Figure 1. Cells colored by class (run 1).
Bar = 20 um. Fill, decap, tap and diode cells in gray.
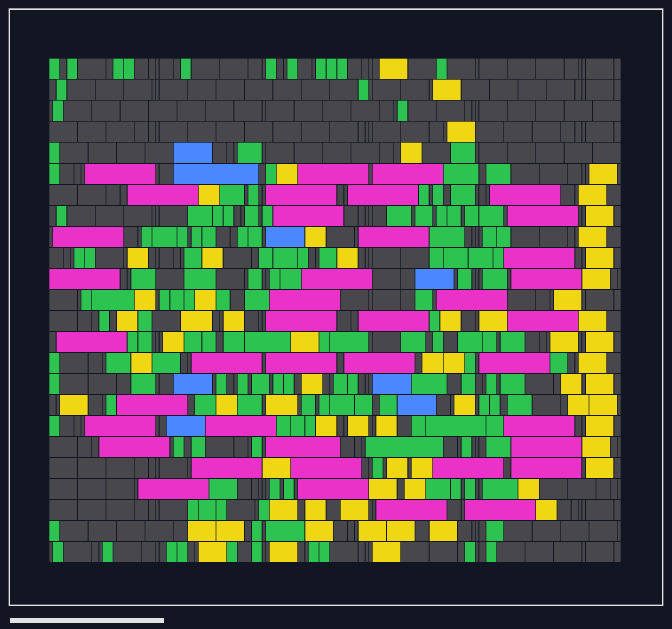
Figure 2. Routed clock nets over the placement (run 1).
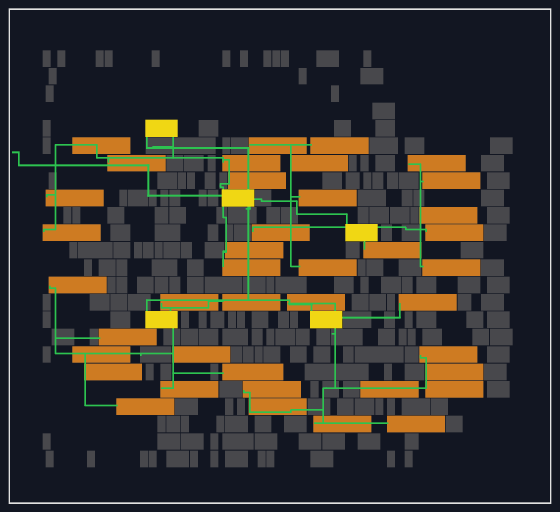
Figure 3. PDN straps and rails (run 1).
Pins as bars on the die edge. Tap cells in gray.
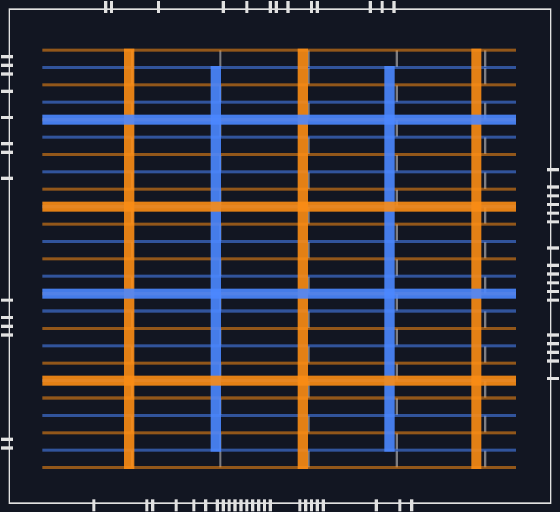
$ cat src/rtl/mfcc_frame_sequencer_if.sv
// Control bus between the MFCC frame sequencer, the window buffer and the four stage engines.
interface mfcc_frame_sequencer_if #(
    parameter int CNT_WIDTH = 16
);
    logic                 enable_i;
    logic                 frame_ready_i;
    logic                 hamming_start_o;
    logic                 hamming_done_i;
    logic                 fft_start_o;
    logic                 fft_done_i;
    logic                 mel_start_o;
    logic                 mel_done_i;
    logic                 dct_start_o;
    logic                 dct_done_i;
    logic                 busy_o;
    logic [2:0]           stage_o;
    logic                 frame_done_o;
    logic [CNT_WIDTH-1:0] frame_count_o;
    logic                 overrun_o;
    logic                 timeout_o;
    logic                 clear_flags_i;
    logic [31:0]          last_frame_cycles_o;

    modport master (
        input  enable_i, frame_ready_i, hamming_done_i, fft_done_i, mel_done_i, dct_done_i,
               clear_flags_i,
        output hamming_start_o, fft_start_o, mel_start_o, dct_start_o, busy_o, stage_o,
               frame_done_o, frame_count_o, overrun_o, timeout_o, last_frame_cycles_o
    );

    modport slave (
        output enable_i, frame_ready_i, hamming_done_i, fft_done_i, mel_done_i, dct_done_i,
               clear_flags_i,
        input  hamming_start_o, fft_start_o, mel_start_o, dct_start_o, busy_o, stage_o,
               frame_done_o, frame_count_o, overrun_o, timeout_o, last_frame_cycles_o
    );
endinterface

$ cat src/rtl/mfcc_frame_sequencer.sv
// MFCC frame sequencer: runs each frame through Hamming, FFT, Mel and DCT with a per-stage watchdog.
// Define MFCC_SEQ_PROFILE_EN to measure the busy cycles of each completed frame.
module mfcc_frame_sequencer #(
    parameter int TIMEOUT_CYCLES = 4096,
    parameter int CNT_WIDTH      = 16
) (
    input logic                    clk,
    input logic                    rst,
    mfcc_frame_sequencer_if.master bus
);
    localparam int              WD_W    = $clog2(TIMEOUT_CYCLES);
    localparam logic [WD_W-1:0] WD_LAST = WD_W'(TIMEOUT_CYCLES - 1);

    typedef enum logic [2:0] {
        S_IDLE   = 3'd0,
        S_HAM    = 3'd1,
        S_FFT    = 3'd2,
        S_MEL    = 3'd3,
        S_DCT    = 3'd4,
        S_FINISH = 3'd5
    } state_t;

    state_t               state_q, state_d;
    logic                 pending_q, pending_d;
    logic [WD_W-1:0]      wd_q, wd_d;
    logic                 ham_start_q, ham_start_d;
    logic                 fft_start_q, fft_start_d;
    logic                 mel_start_q, mel_start_d;
    logic                 dct_start_q, dct_start_d;
    logic                 busy_q, busy_d;
    logic                 frame_done_q, frame_done_d;
    logic [CNT_WIDTH-1:0] count_q, count_d;
    logic                 overrun_q, overrun_d;
    logic                 timeout_q, timeout_d;
    logic                 stage_done, expired, dispatch, overrun_set, timeout_set;

    always_comb begin
        case (state_q)
            S_HAM:   stage_done = bus.hamming_done_i;
            S_FFT:   stage_done = bus.fft_done_i;
            S_MEL:   stage_done = bus.mel_done_i;
            S_DCT:   stage_done = bus.dct_done_i;
            default: stage_done = 1'b0;
        endcase
        expired  = (wd_q == WD_LAST);
        dispatch = (state_q == S_IDLE) && bus.enable_i && (bus.frame_ready_i || pending_q);

        state_d      = state_q;
        wd_d         = '0;
        ham_start_d  = 1'b0;
        fft_start_d  = 1'b0;
        mel_start_d  = 1'b0;
        dct_start_d  = 1'b0;
        frame_done_d = 1'b0;
        count_d      = count_q;
        timeout_set  = 1'b0;
        case (state_q)
            S_IDLE: begin
                if (dispatch) begin
                    state_d     = S_HAM;
                    ham_start_d = 1'b1;
                end
            end
            S_HAM, S_FFT, S_MEL, S_DCT: begin
                wd_d = wd_q + 1'b1;
                // A done arriving on the expiry cycle still advances normally.
                if (stage_done) begin
                    wd_d = '0;
                    case (state_q)
                        S_HAM: begin state_d = S_FFT; fft_start_d = 1'b1; end
                        S_FFT: begin state_d = S_MEL; mel_start_d = 1'b1; end
                        S_MEL: begin state_d = S_DCT; dct_start_d = 1'b1; end
                        default: begin
                            state_d      = S_FINISH;
                            frame_done_d = 1'b1;
                            count_d      = count_q + 1'b1;
                        end
                    endcase
                end else if (expired) begin
                    wd_d        = '0;
                    state_d     = S_IDLE;
                    timeout_set = 1'b1;
                end
            end
            default: state_d = S_IDLE;
        endcase

        // One frame may wait in reserve; a further arrival is dropped.
        pending_d   = pending_q;
        overrun_set = 1'b0;
        if (dispatch) begin
            pending_d = pending_q && bus.frame_ready_i;
        end else if (bus.frame_ready_i) begin
            if (pending_q) overrun_set = 1'b1;
            else           pending_d   = 1'b1;
        end
        overrun_d = bus.clear_flags_i ? 1'b0 : (overrun_q | overrun_set);
        timeout_d = bus.clear_flags_i ? 1'b0 : (timeout_q | timeout_set);
        busy_d    = (state_d != S_IDLE);
    end

    always_ff @(posedge clk or posedge rst) begin
        if (rst) begin
            state_q      <= S_IDLE;
            pending_q    <= 1'b0;
            wd_q         <= '0;
            ham_start_q  <= 1'b0;
            fft_start_q  <= 1'b0;
            mel_start_q  <= 1'b0;
            dct_start_q  <= 1'b0;
            busy_q       <= 1'b0;
            frame_done_q <= 1'b0;
            count_q      <= '0;
            overrun_q    <= 1'b0;
            timeout_q    <= 1'b0;
        end else begin
            state_q      <= state_d;
            pending_q    <= pending_d;
            wd_q         <= wd_d;
            ham_start_q  <= ham_start_d;
            fft_start_q  <= fft_start_d;
            mel_start_q  <= mel_start_d;
            dct_start_q  <= dct_start_d;
            busy_q       <= busy_d;
            frame_done_q <= frame_done_d;
            count_q      <= count_d;
            overrun_q    <= overrun_d;
            timeout_q    <= timeout_d;
        end
    end

    assign bus.hamming_start_o = ham_start_q;
    assign bus.fft_start_o     = fft_start_q;
    assign bus.mel_start_o     = mel_start_q;
    assign bus.dct_start_o     = dct_start_q;
    assign bus.busy_o          = busy_q;
    assign bus.stage_o         = state_q;
    assign bus.frame_done_o    = frame_done_q;
    assign bus.frame_count_o   = count_q;
    assign bus.overrun_o       = overrun_q;
    assign bus.timeout_o       = timeout_q;

`ifdef MFCC_SEQ_PROFILE_EN
    logic [31:0] cyc_q, cyc_d, last_cycles_q, last_cycles_d;

    // The FINISH cycle itself is included in the reported frame length.
    always_comb begin
        cyc_d         = cyc_q;
        last_cycles_d = last_cycles_q;
        if (dispatch)                cyc_d = '0;
        else if (state_q != S_IDLE)  cyc_d = cyc_q + 32'd1;
        if (state_q == S_FINISH)     last_cycles_d = cyc_q + 32'd1;
    end

    always_ff @(posedge clk or posedge rst) begin
        if (rst) begin
            cyc_q         <= '0;
            last_cycles_q <= '0;
        end else begin
            cyc_q         <= cyc_d;
            last_cycles_q <= last_cycles_d;
        end
    end

    assign bus.last_frame_cycles_o = last_cycles_q;
`else
    assign bus.last_frame_cycles_o = 32'd0;
`endif
endmodule

$ cat src/flat_wrapper.sv
// flat-port wrapper written by rule: the top's interface ports become plain ports
module mfcc_frame_sequencer_flat 
#(
    parameter int TIMEOUT_CYCLES = 4096,
    parameter int CNT_WIDTH      = 16
)
  (clk, rst, bus_enable_i, bus_frame_ready_i, bus_hamming_done_i, bus_fft_done_i, bus_mel_done_i, bus_dct_done_i, bus_clear_flags_i, bus_hamming_start_o, bus_fft_start_o, bus_mel_start_o, bus_dct_start_o, bus_busy_o, bus_stage_o, bus_frame_done_o, bus_frame_count_o, bus_overrun_o, bus_timeout_o, bus_last_frame_cycles_o);
  mfcc_frame_sequencer_if #(.CNT_WIDTH(CNT_WIDTH)) bus_i ();
  input logic clk;
  input logic rst;
  input wire logic [$bits(bus_i.enable_i)-1:0] bus_enable_i;
  input wire logic [$bits(bus_i.frame_ready_i)-1:0] bus_frame_ready_i;
  input wire logic [$bits(bus_i.hamming_done_i)-1:0] bus_hamming_done_i;
  input wire logic [$bits(bus_i.fft_done_i)-1:0] bus_fft_done_i;
  input wire logic [$bits(bus_i.mel_done_i)-1:0] bus_mel_done_i;
  input wire logic [$bits(bus_i.dct_done_i)-1:0] bus_dct_done_i;
  input wire logic [$bits(bus_i.clear_flags_i)-1:0] bus_clear_flags_i;
  output wire logic [$bits(bus_i.hamming_start_o)-1:0] bus_hamming_start_o;
  output wire logic [$bits(bus_i.fft_start_o)-1:0] bus_fft_start_o;
  output wire logic [$bits(bus_i.mel_start_o)-1:0] bus_mel_start_o;
  output wire logic [$bits(bus_i.dct_start_o)-1:0] bus_dct_start_o;
  output wire logic [$bits(bus_i.busy_o)-1:0] bus_busy_o;
  output wire logic [$bits(bus_i.stage_o)-1:0] bus_stage_o;
  output wire logic [$bits(bus_i.frame_done_o)-1:0] bus_frame_done_o;
  output wire logic [$bits(bus_i.frame_count_o)-1:0] bus_frame_count_o;
  output wire logic [$bits(bus_i.overrun_o)-1:0] bus_overrun_o;
  output wire logic [$bits(bus_i.timeout_o)-1:0] bus_timeout_o;
  output wire logic [$bits(bus_i.last_frame_cycles_o)-1:0] bus_last_frame_cycles_o;
  assign bus_i.enable_i = bus_enable_i;
  assign bus_i.frame_ready_i = bus_frame_ready_i;
  assign bus_i.hamming_done_i = bus_hamming_done_i;
  assign bus_i.fft_done_i = bus_fft_done_i;
  assign bus_i.mel_done_i = bus_mel_done_i;
  assign bus_i.dct_done_i = bus_dct_done_i;
  assign bus_i.clear_flags_i = bus_clear_flags_i;
  assign bus_hamming_start_o = bus_i.hamming_start_o;
  assign bus_fft_start_o = bus_i.fft_start_o;
  assign bus_mel_start_o = bus_i.mel_start_o;
  assign bus_dct_start_o = bus_i.dct_start_o;
  assign bus_busy_o = bus_i.busy_o;
  assign bus_stage_o = bus_i.stage_o;
  assign bus_frame_done_o = bus_i.frame_done_o;
  assign bus_frame_count_o = bus_i.frame_count_o;
  assign bus_overrun_o = bus_i.overrun_o;
  assign bus_timeout_o = bus_i.timeout_o;
  assign bus_last_frame_cycles_o = bus_i.last_frame_cycles_o;
  mfcc_frame_sequencer #(.TIMEOUT_CYCLES(TIMEOUT_CYCLES), .CNT_WIDTH(CNT_WIDTH)) u_core (.clk(clk), .rst(rst), .bus(bus_i));
endmodule
$ cat config.mk
export PLATFORM = sky130hd
export DESIGN_NAME = mfcc_frame_sequencer_flat
export DESIGN_NICKNAME = d
export VERILOG_FILES = /design/src/rtl/mfcc_frame_sequencer_if.sv /design/src/rtl/mfcc_frame_sequencer.sv /design/src/flat_wrapper.sv
export SDC_FILE = /design/constraint.sdc
export NUM_CORES = 1
export LEC_CHECK = 0
export CAP_MARGIN = 10
export CORE_ASPECT_RATIO = 0.9
export CORE_MARGIN = 5
export CORE_UTILIZATION = 41
export CTS_CLUSTER_SIZE = 20
export DETAILED_ROUTE_END_ITERATION = 10
export PLACE_DENSITY = 0.75
export SYNTH_ARGS = -nofsm -noshare
export SYNTH_HDL_FRONTEND = slang
export SYNTH_SLANG_ARGS = --single-unit
$ cat constraint.sdc
create_clock -name clk -period 1.8 [get_ports clk]
set_clock_uncertainty 0.15 [all_clocks]
set_input_delay 0.18 -clock clk [delete_from_list [all_inputs] [get_ports clk]]
set_output_delay 0.18 -clock clk [all_outputs]
set_load 0.005 [all_outputs]
==> qor.txt, run 1 <==
WS Path Type = reg -> reg
TritonCTS clock tree = built
Pint = 2.07 mW
top routing layer used = met4
Core Region = 4830 sq um
Starting DRT DRC Count = 50
RSZ-0062 raised after global routing = true
total gr overflow = 0
Commonest flop = dfrtp_1
Final Slew Violations = 0
Top cell area share = 0.490
DR pass1 iterations = 6
Post-Route WL = 4.14 mm
maximum clock rate = 574 MHz
crit path DRT = 1.83 ns
global route hottest layer = met2
critical path depth in cells = 6
Cell area leaders = dfrtp_1 49%, buf_4 12%, xnor2_1 6.9%
Placed Area = 2570 sq um
Net Sw Frac = 0.296
Seq/Total Area, Yosys = 0.490
Reg clk slew, reported paths = 0.07 ns
total number of vias = 1537
max-cap violations = 0
synth-to-layout area growth = 34.3%
aoi share = 0.0367
Reg power frac = 0.384
depth of the most critical reg-to-reg path = 6
Setup WS post-layout = 0.0565 ns
CTS Root Cell = clkbuf_8
IO Count = 68
Mux area share = 0
met3 GRT Util = 0.0375
clock-net power = 0.792 mW
post-layout period usage = 0.969
reg-to-reg slack, setup = 0.06 ns
outcome = completed
CP top delay family = simple AND/OR/NAND/NOR gates
most instantiated logic cells after routing = 39 x dfrtp_1, 35 x clkdlybuf4s50_1, 32 x conb_1
Top logic family = simple AND/OR/NAND/NOR gates
Worst Setup EP = u_core.bus.stage_o[2]
routed length on met3 = 288 um
Layout fillers = 410
Worst Path Buf+Inv = 1
Seq cells post-synth = 40
die width = 84.4 um
clk buf depth = 2
Seq. pwr = 1.13 mW
ys cells = 201
# clock sinks = 40
Reg-to-Reg End = u_core.bus.stage_o[2]
die area = 6500 sq um
Tool Warnings = 27
post-CTS setup buffers = 0
n_diodes = 0
Yosys chip area = 2040 sq um
static leakage = 1.28 nW
htree depth = 2
Cell Count Post-Placement = 329
initial core utilization = 0.423
drt wl/cell = 12.2 um
antenna violations before repair = 0
Hold/Removal Path Class = in -> async
ys async rst share = 1.00
post-cts resize count = 0
crit-path cells = ha_2, nand2_1, or4_4, o21ai_2, buf_6, o21bai_1
Worst Setup SP = u_core.wd_q[1]
most numerous logic cell after layout = dfrtp_1
vias in the first global route = 1440
CTS Hold Buffers Added = 0
DRT met1 WL = 1.79 mm
DIE HEIGHT = 77.0 um
EDFF count, synth = 0
Max FO, Critical Path = 5
Comb power frac = 0.347
total track usage = 0.121
non-filler cells in the finished layout = 339
Post-DP HPWL = 3.15 mm
Critical Path Max Stage Delay = 0.55 ns
layout cells sized above 1 = 0.201
power per cell area = 1070 nW/um^2
largest power group = registers
combinational power = 1.02 mW
max reg flops = 16
GR Layer Usage met2 = 0.205
M1 GR Usage = 0.153
switching power total = 0.870 mW
Basic Gates by Area = 0.210
final net count = 284
clock share of power = 0.269
area leader, netlist = dfrtp_1
pre-CTS setup slack = -0.156 ns
Crit. End Element = flip-flop
gpl congestion = 0.820
Hold WS = 0.152 ns
About Figure 1:
legend:
  blue:
    class: clock drivers and dummy loads
    cells: 8
    share_of_their_area: 4.7%
  magenta:
    class: sequential cells
    cells: 40
    share_of_their_area: 38%
  green:
    class: combinational and other logic
    cells: 159
    share_of_their_area: 35%
  yellow:
    class: remaining buffers and delay cells
    cells: 67
    share_of_their_area: 22%
final core utilization: 0.568
final instance area: 2750 sq um

About Figure 2:
legend:
  green:
    item: clock wires
    length: 470 um
  orange:
    item: flip-flops
    count: 40
  yellow:
    item: clock drivers
    count: 5
routed clock nets: 6

About Figure 3:
legend:
  orange:
    net: VSS
  blue:
    net: VDD
signal pins: 68
rows: 24

-- run 1: cell type report --
type,count,area (sq um),share of cell area
inverter,11,42.5,0.0155
tap,65,81.3,0.0296
clock inverter,1,30.0,0.0109
clock buffer,7,96.3,0.0351
multi-input combinational,148,896,0.326
sequential,40,1000,0.365
timing repair buffer,67,598,0.218
-- run 1: synthesized netlist by cell type, drive strengths merged, types with 2 or more instances --
| master | number |
|---|---|
| o21bai | 2 |
| or4b | 2 |
| nor2 | 22 |
| inv | 10 |
| nor3 | 9 |
| xnor2 | 16 |
| buf | 33 |
| nor4 | 4 |
| ha | 2 |
| o21ai | 4 |
| nand2 | 17 |
| xor2 | 8 |
| nand3 | 10 |
| a21oi | 2 |
| nand4 | 6 |
| nand2b | 2 |
| dfrtp | 40 |
==> inputs of run 2 (changes only) <==
--- a/config.mk
+++ b/config.mk
@@ -5,13 +5,16 @@
 export SDC_FILE = /design/constraint.sdc
 export NUM_CORES = 1
 export LEC_CHECK = 0
+export ABC_AREA = 1
 export CAP_MARGIN = 10
 export CORE_ASPECT_RATIO = 0.9
 export CORE_MARGIN = 5
-export CORE_UTILIZATION = 41
+export CORE_UTILIZATION = 44
+export CTS_BUF_LIST = sky130_fd_sc_hd__clkbuf_4
 export CTS_CLUSTER_SIZE = 20
 export DETAILED_ROUTE_END_ITERATION = 10
-export PLACE_DENSITY = 0.75
+export PLACE_DENSITY = 0.78
+export SLEW_MARGIN = 20
 export SYNTH_ARGS = -nofsm -noshare
 export SYNTH_HDL_FRONTEND = slang
 export SYNTH_SLANG_ARGS = --single-unit
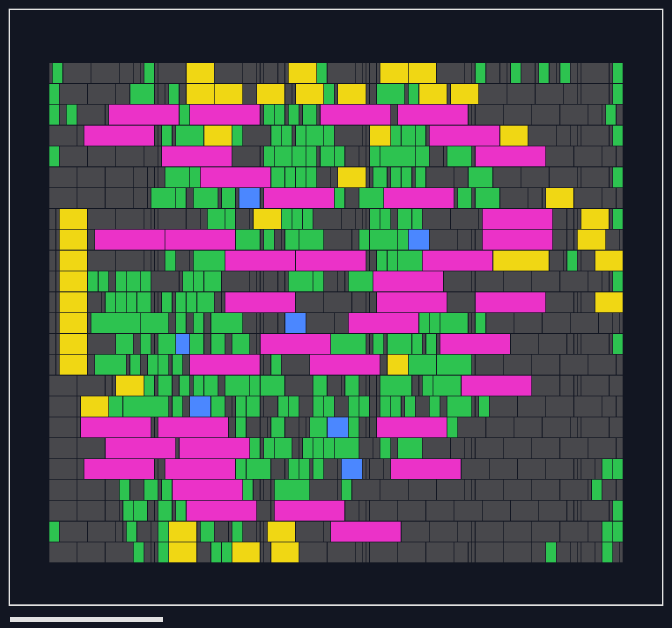
Figure 4: run 2, cells colored by class.
Bar = 20 um. Fill, decap, tap and diode cells in gray.
final instance area: 2620 sq um
flip-flop and latch share of the layout cell area: 0.382

==> run 2 against run 1 <==
  * Core utilization fell by 3.3 points
  * Sequential power rose by about 10%
  * Clock power fell by 46%
  * Setup slack improved by 0.022 ns
  * Sequential share of layout area rose by 1.7 points
  * Wire length fell by 0.46%
  * Die size rose by 1.6%
  * Final cell count rose by 7.7%
  * Combinational power rose by 8%
  * Power fell by 5.8%
  * Sequential cell count did not move
  * Critical path type is now reg -> out
  * Largest power group unchanged
==> qor.txt, run 2 <==
gpl congestion = 0.824 (+0.45%)
top-count cell post-synth = nand2_1
total gr overflow = 0 (unchanged)
outcome = completed
max-cap violations = 0 (unchanged)
Worst Setup SP = u_core.bus.stage_o[2]
port buffer count = 35
Syn Area/Cell = 8.69 sq um
setup violators final = 0
maximum clock rate = 581 MHz (+1.3%)
die width = 85.1 um (+0.79%)
Top cell area share = 0.448 (-0.0414)
CP max-delay cell = clkdlybuf4s50_1
Final Slew Violations = 0 (unchanged)
met3 GRT Util = 0.0318 (-0.00573)
switching power total = 1.07 mW (+23%)
DRC violations left = 0
ys async rst share = 1.00 (unchanged)
M1 GR Usage = 0.178 (+0.0242)
critical path depth in cells = 1 (-5)
Reg clk slew, reported paths = 0.13 ns (+0.06 ns)
top routing layer used = met4
Hold/Removal Path Class = in -> async
most instantiated logic cells after routing = 46 x nand2_1, 40 x dfrtp_1, 35 x clkdlybuf4s50_1
total track usage = 0.134 (+0.0134)
layout cells sized above 1 = 0.110 (-0.0907)
Arrival @ worst endpoint = 1.39 ns
Layout fillers = 458 (+12%)
TritonCTS clock tree = built
Worst Path Buf+Inv = 1 (unchanged)
DR pass1 iterations = 4 (-2)
Cell area leaders = dfrtp_1 45%, buf_4 11%, nand2_1 7.7%
Mux area share = 0 (unchanged)
IO Count = 68 (unchanged)
synthesized area = 2230 sq um
Final TNS setup = 0 ns
final core utilization = 0.535 (-0.0330)
R2R Path Start = u_core.wd_q[0]
Worst Setup EP = bus_stage_o[2]
Gate Area = 973 sq um (+8.7%)
Reg power frac = 0.449 (+0.065)
CTS Hold Buffers Added = 0 (unchanged)
CTS buffer count = 5
DIE HEIGHT = 77.6 um (+0.78%)
Hold WS = 0.0197 ns (-0.132 ns)
power per cell area = 1060 nW/um^2 (-1.2%)
final net count = 311 (+9.5%)
clk ins delay skew pair = 0.35 ns
initial core utilization = 0.456 (+0.0334)
CP top delay family = buffers and inverters
Reg-to-Reg End = u_core.bus.busy_o
Seq/Total Area, Yosys = 0.448 (-0.0414)
Core Region = 4890 sq um (+1.2%)
static leakage = 1.23 nW (-3.8%)
Commonest flop = dfrtp_1
Placed Area = 2570 sq um (-0.15%)
Post-DP HPWL = 3.25 mm (+3.3%)
adder share = 0.0112
clock-net power = 0.431 mW (-46%)
crit-path cells = clkdlybuf4s50_1
Post-synth top cells = 46 x nand2_1, 40 x dfrtp_1, 33 x buf_4
Yosys chip area = 2230 sq um (+9.2%)
ys cells = 257 (+28%)
Mapped Cells = 257
Hold Vio Cnt, Final = 0
distinct cell type count after synthesis = 29
startpoint types = flip-flop
synth-to-layout area growth = 17.3%
routed length on met3 = 271 um (-5.9%)
DRT met1 WL = 1.88 mm (+5.0%)
number of synthesis warnings = 0
EDFF count, synth = 0 (unchanged)
FF/Latch Area = 1000 sq um (-0.12%)
Starting DRT DRC Count = 45 (-10%)
Period minus WS final = 1.72 ns
largest power group = registers
Seq. pwr = 1.24 mW (+10%)
post-cts resize count = 0 (unchanged)
aoi share = 0.0364 (-0.000305)
n_diodes = 0 (unchanged)
CTS Root Cell = clkbuf_4
depth of the most critical reg-to-reg path = 10 (+4)
post-CTS setup buffers = 0 (unchanged)
Post-Route WL = 4.12 mm (-0.46%)
most numerous logic cell after layout = nand2_1
Tool Warnings = 26 (-3.7%)
post-layout period usage = 0.956 (-0.0124)
Pint = 1.70 mW (-18%)
Crit. End Element = output port
drt wl/cell = 11.3 um (-7.5%)
crit path DRT = 1.47 ns (-0.36 ns)
GR Layer Usage met2 = 0.216 (+0.0108)
global route hottest layer = met2
Critical Path Max Stage Delay = 0.55 ns (about the same)
reg-to-reg slack, setup = 0.15 ns (+0.09 ns)
Comb power frac = 0.395 (+0.048)
area leader, netlist = dfrtp_1
Net Sw Frac = 0.385 (+0.0895)
Worst VDD drop = 0.738 mV
Max FO, Critical Path = 4 (-1)
antenna violations before repair = 0 (unchanged)
met2 WL = 1.90 mm
clk buf depth = 2 (unchanged)
combinational power = 1.10 mW (+8%)
total number of vias = 1610 (+4.7%)
vias in the first global route = 1583 (+9.9%)
Seq cells post-synth = 40 (unchanged)
htree depth = 2 (unchanged)
xor/xnor share = 0.0818
first-pass GRT wire length = 7.27 mm
ANT nets after route = 0
Top logic family = simple AND/OR/NAND/NOR gates
Basic Gates by Area = 0.253 (+0.0427)
# rows = 24
pin count of the biggest net entering global routing = 41
max reg flops = 16 (unchanged)
die area = 6600 sq um (+1.6%)
RSZ-0062 raised after global routing = false
# clock sinks = 40 (unchanged)
Via-to-Cell Ratio = 4.41
clock share of power = 0.155 (-0.114)
WS Path Type = reg -> out
==> run 2: netlist changes by cell type in the layout (fill, tap and decap cells not counted), sizes merged, moves of 8 or more <==
cell and change:
inv +24, nand3 +8, nor2 +11, buf -29
xnor2 -9, nand2 +33
==> run 2: layout make-up <==
class,count,share of cell area
flip-flops and latches,40,0.382
clock buffers,5,0.0143
clock inverters,2,0.00478
multi-input cells,181,0.372
well taps,65,0.0311
inverters,34,0.0487
repair buffers,38,0.147
==> run 2: per-stage QoR <==
stage | std cells | worst slack [ns] | total power [mW]
CTS | 365 | 0.0663 | 2.80
global placement | 358 | 0.192 | 2.34
detailed placement | 358 | 0.153 | 2.37
global route | 365 | 0.0100 | 3.00
finish | 365 | 0.0789 | 2.77
floorplan | 288 | 0.253 | 1.94
==> inputs of run 3 (changes only) <==
--- a/config.mk
+++ b/config.mk
@@ -13,7 +13,7 @@
 export CTS_BUF_LIST = sky130_fd_sc_hd__clkbuf_4
 export CTS_CLUSTER_SIZE = 20
 export DETAILED_ROUTE_END_ITERATION = 10
-export PLACE_DENSITY = 0.78
+export PLACE_DENSITY = 0.9
 export SLEW_MARGIN = 20
 export SYNTH_ARGS = -nofsm -noshare
 export SYNTH_HDL_FRONTEND = slang
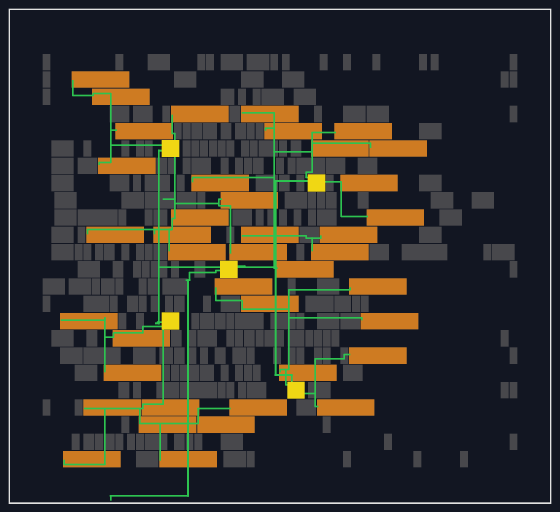
Figure 5: run 3, routed clock nets over the placement.
clk ins delay skew pair: 0.35 ns
clock share of power: 0.166

==> run 3 against run 2 <==
  * Combinational power about the same
  * Design area about the same
  * Synthesized area unchanged
  * First-iteration DRC count increased to 3.5 times the previous value
  * Power increased by 1.3%
  * Wire length increased by 3.2%
  * Highest routed layer unchanged
==> qor.txt, run 3 <==
Period minus WS final = 1.71 ns (-0.0117 ns)
FF/Latch Area = 1000 sq um (unchanged)
Placed Area = 2560 sq um (-0.29%)
synthesized area = 2230 sq um (unchanged)
Layout fillers = 452 (-1.3%)
Yosys chip area = 2230 sq um (unchanged)
R2R Path Start = u_core.bus.frame_count_o[3]
ys cells = 257 (unchanged)
Pint = 1.72 mW (+1.0%)
antenna violations before repair = 0 (unchanged)
critical path depth in cells = 1 (unchanged)
Cell area leaders = dfrtp_1 45%, buf_4 11%, nand2_1 7.7%
depth of the most critical reg-to-reg path = 6 (-4)
crit-path cells = clkdlybuf4s50_1
maximum clock rate = 585 MHz (+0.69%)
clock-net power = 0.465 mW (+7.9%)
die area = 6600 sq um (unchanged)
crit path DRT = 1.47 ns (about the same)
Gate Area = 973 sq um (unchanged)
first-pass GRT wire length = 7.28 mm (+0.19%)
Critical Path Max Stage Delay = 0.55 ns (about the same)
setup violators final = 0 (unchanged)
max-cap violations = 0 (unchanged)
synth-to-layout area growth = 17.2% (about the same)
RSZ-0062 raised after global routing = false
CTS Hold Buffers Added = 0 (unchanged)
top-count cell post-synth = nand2_1
pin count of the biggest net entering global routing = 41 (unchanged)
number of synthesis warnings = 0 (unchanged)
reg-to-reg slack, setup = 0.15 ns (about the same)
final net count = 310 (-0.32%)
port buffer count = 35 (unchanged)
Hold Vio Cnt, Final = 0 (unchanged)
vias in the first global route = 1576 (-0.44%)
Starting DRT DRC Count = 157 (+250%)
DRC violations left = 0 (unchanged)
gpl congestion = 0.831 (+0.80%)
htree depth = 2 (unchanged)
Post-DP HPWL = 3.31 mm (+2.0%)
Post-synth top cells = 46 x nand2_1, 40 x dfrtp_1, 33 x buf_4
most instantiated logic cells after routing = 46 x nand2_1, 40 x dfrtp_1, 35 x clkdlybuf4s50_1
static leakage = 1.23 nW (-0.25%)
most numerous logic cell after layout = nand2_1
DRT met1 WL = 1.97 mm (+5.0%)
die width = 85.1 um (unchanged)
non-filler cells in the finished layout = 365 (unchanged)
drt wl/cell = 11.6 um (+3.2%)
CP top delay family = buffers and inverters
Final TNS setup = 0 ns (unchanged)
Seq. pwr = 1.25 mW (about the same)
Hold WS = 0.0244 ns (+0.00461 ns)
EDFF count, synth = 0 (unchanged)
Cell Count Post-Placement = 357 (-0.28%)
post-layout period usage = 0.950 (-0.00650)
ANT nets after route = 0 (unchanged)
Top cell area share = 0.448 (unchanged)
global route hottest layer = met2
max reg flops = 16 (unchanged)
Final Slew Violations = 0 (unchanged)
top routing layer used = met4
startpoint types = flip-flop
Mapped Cells = 257 (unchanged)
outcome = completed
Commonest flop = dfrtp_1
Worst Setup EP = bus_stage_o[2]
total number of vias = 1625 (+0.93%)
post-CTS setup buffers = 0 (unchanged)
initial core utilization = 0.456 (unchanged)
ys async rst share = 1.00 (unchanged)
CTS buffer count = 5 (unchanged)
Reg clk slew, reported paths = 0.12 ns (about the same)
switching power total = 1.09 mW (+1.8%)
GR Layer Usage met2 = 0.212 (-0.00388)
post-cts resize count = 0 (unchanged)
combinational power = 1.09 mW (about the same)
largest power group = registers
total track usage = 0.136 (+0.00125)
total gr overflow = 0 (unchanged)
Syn Area/Cell = 8.69 sq um (unchanged)
CTS Root Cell = clkbuf_4
Setup WS post-layout = 0.0906 ns (+0.0117 ns)
routed length on met3 = 254 um (-6.3%)
DIE HEIGHT = 77.6 um (unchanged)
Tot Pwr = 2.81 mW (+1.3%)
IO Count = 68 (unchanged)
Net Sw Frac = 0.387 (+0.00180)
Worst Setup SP = u_core.bus.stage_o[2]
met3 GRT Util = 0.0222 (-0.00953)
final core utilization = 0.535 (about the same)
Post-Route WL = 4.25 mm (+3.2%)
distinct cell type count after synthesis = 29 (unchanged)
Seq/Total Area, Yosys = 0.448 (unchanged)
[run 3: cell counts after synthesis]
Identical to the previous run, type by type.
[run 3: cell type report]
| type | count | area share |
|---|---|---|
| sequential | 40 | 0.382 |
| multi-input combinational | 181 | 0.372 |
| clock inverter | 2 | 0.00430 |
| clock buffer | 6 | 0.0172 |
| timing repair buffer | 37 | 0.144 |
| inverter | 34 | 0.0488 |
| tap | 65 | 0.0311 |
[run 3: kinds of logic after synthesis]
family | after synthesis | synth area share
and+or+nand+nor | 113 | 0.253
adders and majority gates | 2 | 0.0112
buffers and inverters | 67 | 0.168
other | 1 | 0.00168
AOI/OAI and AO/OA | 14 | 0.0364
DFF | 40 | 0.448
xor gates and xnor gates | 20 | 0.0818
Power and IR drop assume default switching activity.
